**Signal wires on met1**

The bar under the picture is 100 um long.
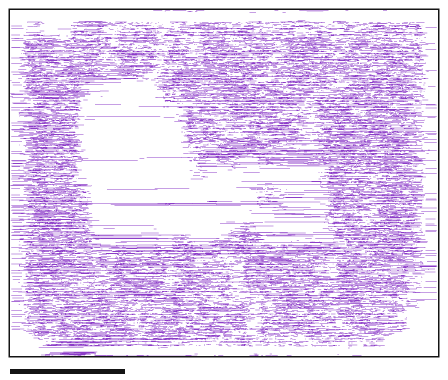
**Met2 routing**

The bar under the picture is 100 um long.
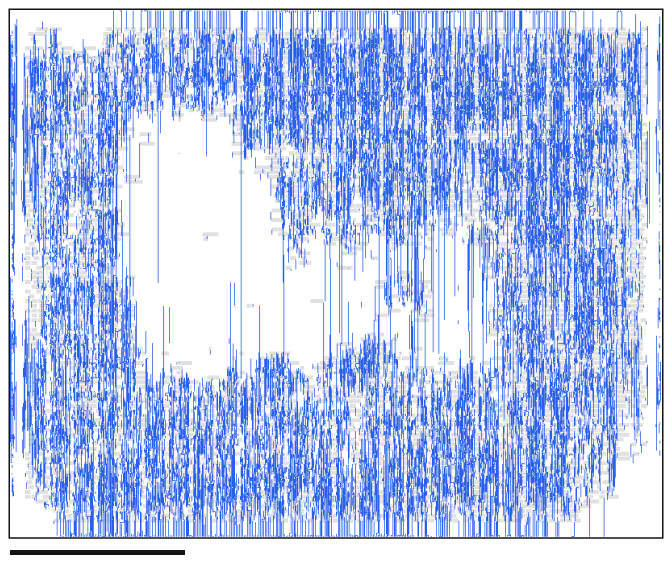
**M3 wires**

The bar under the picture is 100 um long.
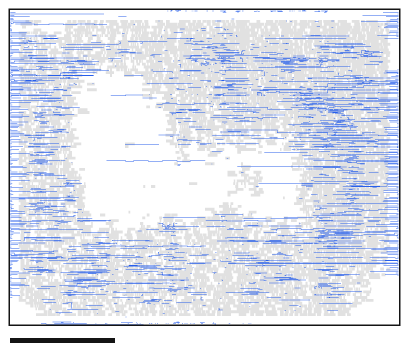
**Met4 routing**

The bar under the picture is 100 um long.
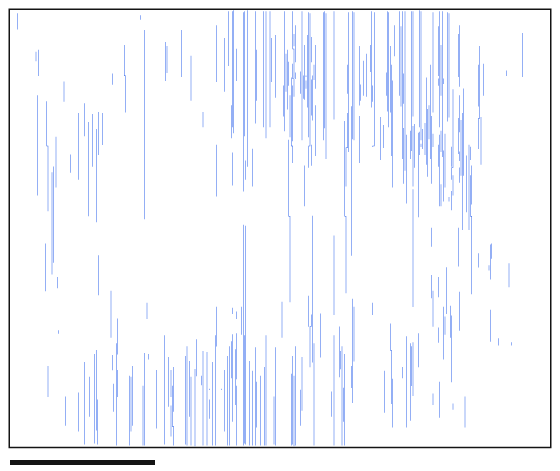
`src/rtl/obs_subproduct_sequencer.sv`:
```
// Sequences one 142-bit GF(2)[x] multiply as four odd/even half-width sub-products
// issued to a shared external multiplier, then recombines them into a 283-bit product.
module obs_subproduct_sequencer #(
    parameter int N  = 142,
    parameter int H  = 71,
    parameter int PW = 2 * H - 1
) (
    input  logic              clk,
    input  logic              rst,
    input  logic              start,
    input  logic [N-1:0]      a_in,
    input  logic [N-1:0]      b_in,
    output logic              busy,
    output logic              done,
    output logic [2*N-2:0]    product,
    output logic              mul_req_valid,
    input  logic              mul_req_ready,
    output logic [1:0]        mul_req_tag,
    output logic [H-1:0]      mul_op_a,
    output logic [H-1:0]      mul_op_b,
    input  logic              mul_rsp_valid,
    input  logic [1:0]        mul_rsp_tag,
    input  logic [PW-1:0]     mul_rsp_data,
    output logic              err
);

    typedef enum logic [2:0] {
        S_IDLE    = 3'd0,
        S_ISSUE   = 3'd1,
        S_WAIT    = 3'd2,
        S_COMBINE = 3'd3,
        S_DONE    = 3'd4
    } state_t;

    state_t           state_r, state_s;
    logic [1:0]       cnt_r, cnt_s;
    logic [3:0]       mask_r, mask_s;
    logic             err_r, err_s;
    logic             rsp_store_s;
    logic             issued_s;
    logic [N-1:0]     a_r, b_r;
    logic [N-1:0]     a_src_s, b_src_s;
    logic [H-1:0]     a_even_s, a_odd_s, b_even_s, b_odd_s;
    logic [PW-1:0]    p1_r, p2_r, p3_r, p4_r;
    logic [2*N-2:0]   comb_s;
    logic [2*N-2:0]   product_r;
    logic             busy_r, done_r, mul_req_valid_r;
    logic [1:0]       mul_req_tag_r;
    logic [H-1:0]     mul_op_a_r, mul_op_b_r;

    // Operands for the first request come straight from the inputs in the start cycle.
    assign a_src_s = (state_r == S_IDLE) ? a_in : a_r;
    assign b_src_s = (state_r == S_IDLE) ? b_in : b_r;

    genvar g;
    for (g = 0; g < H; g++) begin : g_split
        assign a_even_s[g] = a_src_s[2*g];
        assign a_odd_s[g]  = a_src_s[2*g+1];
        assign b_even_s[g] = b_src_s[2*g];
        assign b_odd_s[g]  = b_src_s[2*g+1];
    end

    // Even bits take AeBe plus AoBo shifted by x^2; odd bits take the two cross terms.
    assign comb_s[0]       = p1_r[0];
    assign comb_s[2*N-2]   = p4_r[PW-1];
    for (g = 1; g < PW; g++) begin : g_even
        assign comb_s[2*g] = p1_r[g] ^ p4_r[g-1];
    end
    for (g = 0; g < PW; g++) begin : g_odd
        assign comb_s[2*g+1] = p2_r[g] ^ p3_r[g];
    end

    // Next-state, issue counter, response mask and protocol error.
    always_comb begin
        state_s     = state_r;
        cnt_s       = cnt_r;
        mask_s      = mask_r;
        err_s       = err_r;
        rsp_store_s = 1'b0;
        issued_s    = (state_r == S_WAIT) || (mul_rsp_tag < cnt_r);

        if (mul_rsp_valid) begin
            if ((state_r == S_ISSUE || state_r == S_WAIT) && issued_s && !mask_r[mul_rsp_tag]) begin
                mask_s[mul_rsp_tag] = 1'b1;
                rsp_store_s         = 1'b1;
            end else begin
                err_s = 1'b1;
            end
        end else begin
            rsp_store_s = 1'b0;
        end

        case (state_r)
            S_IDLE: begin
                if (start) begin
                    state_s = S_ISSUE;
                    cnt_s   = 2'd0;
                    mask_s  = 4'b0000;
                end else begin
                    state_s = S_IDLE;
                end
            end
            S_ISSUE: begin
                if (mul_req_valid_r && mul_req_ready) begin
                    if (cnt_r == 2'd3) begin
                        state_s = S_WAIT;
                    end else begin
                        cnt_s = cnt_r + 2'd1;
                    end
                end else begin
                    state_s = S_ISSUE;
                end
            end
            S_WAIT: begin
                if (mask_s == 4'b1111) begin
                    state_s = S_COMBINE;
                end else begin
                    state_s = S_WAIT;
                end
            end
            S_COMBINE: state_s = S_DONE;
            S_DONE:    state_s = S_IDLE;
            default:   state_s = S_IDLE;
        endcase
    end

    // Control state and registered handshake outputs.
    always_ff @(posedge clk) begin
        if (rst) begin
            state_r         <= S_IDLE;
            cnt_r           <= 2'd0;
            mask_r          <= 4'b0000;
            err_r           <= 1'b0;
            busy_r          <= 1'b0;
            done_r          <= 1'b0;
            mul_req_valid_r <= 1'b0;
            mul_req_tag_r   <= 2'd0;
            mul_op_a_r      <= {H{1'b0}};
            mul_op_b_r      <= {H{1'b0}};
        end else begin
            state_r         <= state_s;
            cnt_r           <= cnt_s;
            mask_r          <= mask_s;
            err_r           <= err_s;
            busy_r          <= (state_s == S_ISSUE) || (state_s == S_WAIT) || (state_s == S_COMBINE);
            done_r          <= (state_s == S_DONE);
            mul_req_valid_r <= (state_s == S_ISSUE);
            if (state_s == S_ISSUE) begin
                mul_req_tag_r <= cnt_s;
                mul_op_a_r    <= cnt_s[1] ? a_odd_s : a_even_s;
                mul_op_b_r    <= cnt_s[0] ? b_odd_s : b_even_s;
            end
        end
    end

    // Operand capture, sub-product slots and the final product.
    always_ff @(posedge clk) begin
        if (rst) begin
            a_r       <= {N{1'b0}};
            b_r       <= {N{1'b0}};
            p1_r      <= {PW{1'b0}};
            p2_r      <= {PW{1'b0}};
            p3_r      <= {PW{1'b0}};
            p4_r      <= {PW{1'b0}};
            product_r <= {(2*N-1){1'b0}};
        end else begin
            if (state_r == S_IDLE && start) begin
                a_r <= a_in;
                b_r <= b_in;
            end
            if (rsp_store_s) begin
                case (mul_rsp_tag)
                    2'd0:    p1_r <= mul_rsp_data;
                    2'd1:    p2_r <= mul_rsp_data;
                    2'd2:    p3_r <= mul_rsp_data;
                    2'd3:    p4_r <= mul_rsp_data;
                    default: p1_r <= p1_r;
                endcase
            end
            if (state_r == S_COMBINE) begin
                product_r <= comb_s;
            end
        end
    end

    assign busy          = busy_r;
    assign done          = done_r;
    assign product       = product_r;
    assign mul_req_valid = mul_req_valid_r;
    assign mul_req_tag   = mul_req_tag_r;
    assign mul_op_a      = mul_op_a_r;
    assign mul_op_b      = mul_op_b_r;
    assign err           = err_r;

endmodule

```
`config.mk`:
```
export PLATFORM = sky130hd
export DESIGN_NAME = obs_subproduct_sequencer
export DESIGN_NICKNAME = d
export VERILOG_FILES = /design/src/rtl/obs_subproduct_sequencer.sv
export SDC_FILE = /design/constraint.sdc
export NUM_CORES = 2
export LEC_CHECK = 0
export CAP_MARGIN = 40
export CORE_ASPECT_RATIO = 0.8
export CORE_MARGIN = 8
export CORE_UTILIZATION = 47
export CTS_BUF_LIST = sky130_fd_sc_hd__clkbuf_16
export CTS_CLUSTER_SIZE = 12
export DETAILED_ROUTE_END_ITERATION = 10
export GPL_TIMING_DRIVEN = 0
export HOLD_SLACK_MARGIN = 0.15
export PLACE_DENSITY = 0.82
export SLEW_MARGIN = 40
export SYNTH_ARGS = -nofsm -noshare
export SYNTH_HDL_FRONTEND = slang
export SYNTH_SLANG_ARGS = --single-unit
```
`constraint.sdc`:
```
create_clock -name clk -period 2.3 [get_ports clk]
set_input_delay 0.46 -clock clk [delete_from_list [all_inputs] [get_ports clk]]
set_output_delay 0.46 -clock clk [all_outputs]
set_load 0.02 [all_outputs]
```
==> run notes <==
yosys + openroad results -> top cells by count, synth=nand2_1 (1815), dfxtp_1 (1288), a21oi_1 (925), Final Hold Fails=0, Detailed Place HPWL=129200 um, CP arrival=3.14 ns, Die Height=300.6 um, Vias/cell=5.805, Main area contributors=dfxtp_1 (54%), nand2_1 (14%), a21oi_1 (9.7%), cycle use final=1.089, Unique cell types=47, highest metal used=met5, initial antenna violation count=55, Adders+Majority by Area=0.0002629, Yosys top cell by instances=nand2_1, multi-input combinational area share=0.3185, sequential share of cell area=0.3932, Comb area=20890 um^2, fin cells=8084, DP Worst Slack=-1.593 ns, crit path launch=cnt_r[1]$_SDFF_PP0_, Residual DRC=0, P per Cell Area=712.0 nW/um^2, Hold Buf Count CTS=0, Worst Hold Class=in2reg, ys cells=5573, Registers, synthesis=1288, H-tree depth=4, non-clk buf share=0.2000, ANT cells=49, Critical R2R Launch=cnt_r[1]$_SDFF_PP0_, most frequent cells in the layout=nand2_1 (1728), dfxtp_1 (1284), clkdlybuf4s50_1 (860), failing checks=setup timing, EDFF count, synth=0, nets=7085, Max FO, Critical Path=7, outcome=finished with violations, hold depth=3, CP Cell Sequence=inv_4, ha_4, a211o_1, buf_6, buf_6, a2111oi_4, buf_6, clkbuf_16, buf_8, nand2_1, a21oi_2, DRT iter0 DRCs=4987, largest area contributor in the netlist=dfxtp_1, largest net degree at the start of global routing=20, Yosys warnings=0, crit path launch type=flop, CTS Buf Count=131, P&R area growth vs syn=37.86%, Final WS setup=-0.2052 ns, CTS tree=built, ratio of cells with drive above 1 in the final layout=0.1106, Max Fclk=0.3992 GHz, Clock-cell share=0.05689, Sink Count=1288, MUX area fraction=0.0004732, Signal inverters=74, ys async rst share=0, WS Path Type=reg2reg, Worst R2R End=p4_r[65]$_SDFFE_PP0P_, placed cells=7763, Max-slew headroom=0.4318, XOR Share, Synth=0.05172, Post CTS Setup Buffer Count=35, Syn Inst Count=5573, CP max stage delay=0.41 ns, tap cell count=1325, RSZ-0062 raised after global routing=yes, IO Port Bufs=862, fin. max-slew vios=0, Avg Inst Size Synth=8.539 um^2, FP Util=0.4737, clk_buf instances=132, Insertion Delay late pin=0.74 ns, Clock Tree Root=clkbuf_16, Met1 Routed Length=69640 um, FF-to-FF path depth=11, Synth Seq Share=0.5418, Final Setup Violations=527, number of logged tool warnings=31, antenna-violating nets left=0
## Picture notes: 'signal wires on met1'
The layer holds 37% of the routed length. The wires run mostly horizontal. 6731 nets have wire on it.
detailed-route wire length: 187700 um
Vias: 46930
M1 GR Usage: 0.3754

## Picture notes: 'met2 routing'
The longest straight run is 155 um. The wires run mostly vertical.
met2 GRT Util: 0.4932

## Picture notes: 'M3 wires'
The longest straight run is 162 um. The layer holds 10% of the routed length. The wires run mostly horizontal. The layer carries 19300 um of wire.
met3 Usage GRT: 0.07288

## Picture notes: 'met4 routing'
The layer carries 12400 um of wire. The longest straight run is 152 um. The layer holds 6.6% of the routed length.

[worst reg2reg max path, cell delays in order (launching register included)]
cell and delay, ns:
dfxtp_4 0.41, inv_4 0.08, ha_4 0.23, a211o_1 0.28, buf_6 0.14, buf_6 0.12
a2111oi_4 0.35, buf_6 0.21, clkbuf_16 0.20, buf_8 0.15, nand2_1 0.10, a21oi_2 0.15
[power by group]
| group | internal [mW] | leakage, nW | switching [mW] |
|---|---|---|---|
| combinational | 1.69 | 13.5 | 2.37 |
| clock | 10.4 | 1.93 | 9.07 |
| sequential | 22.8 | 10.4 | 0.326 |
| total | 34.9 | 25.8 | 11.8 |
No activity file was given, so power comes from the tool's default toggle rates.
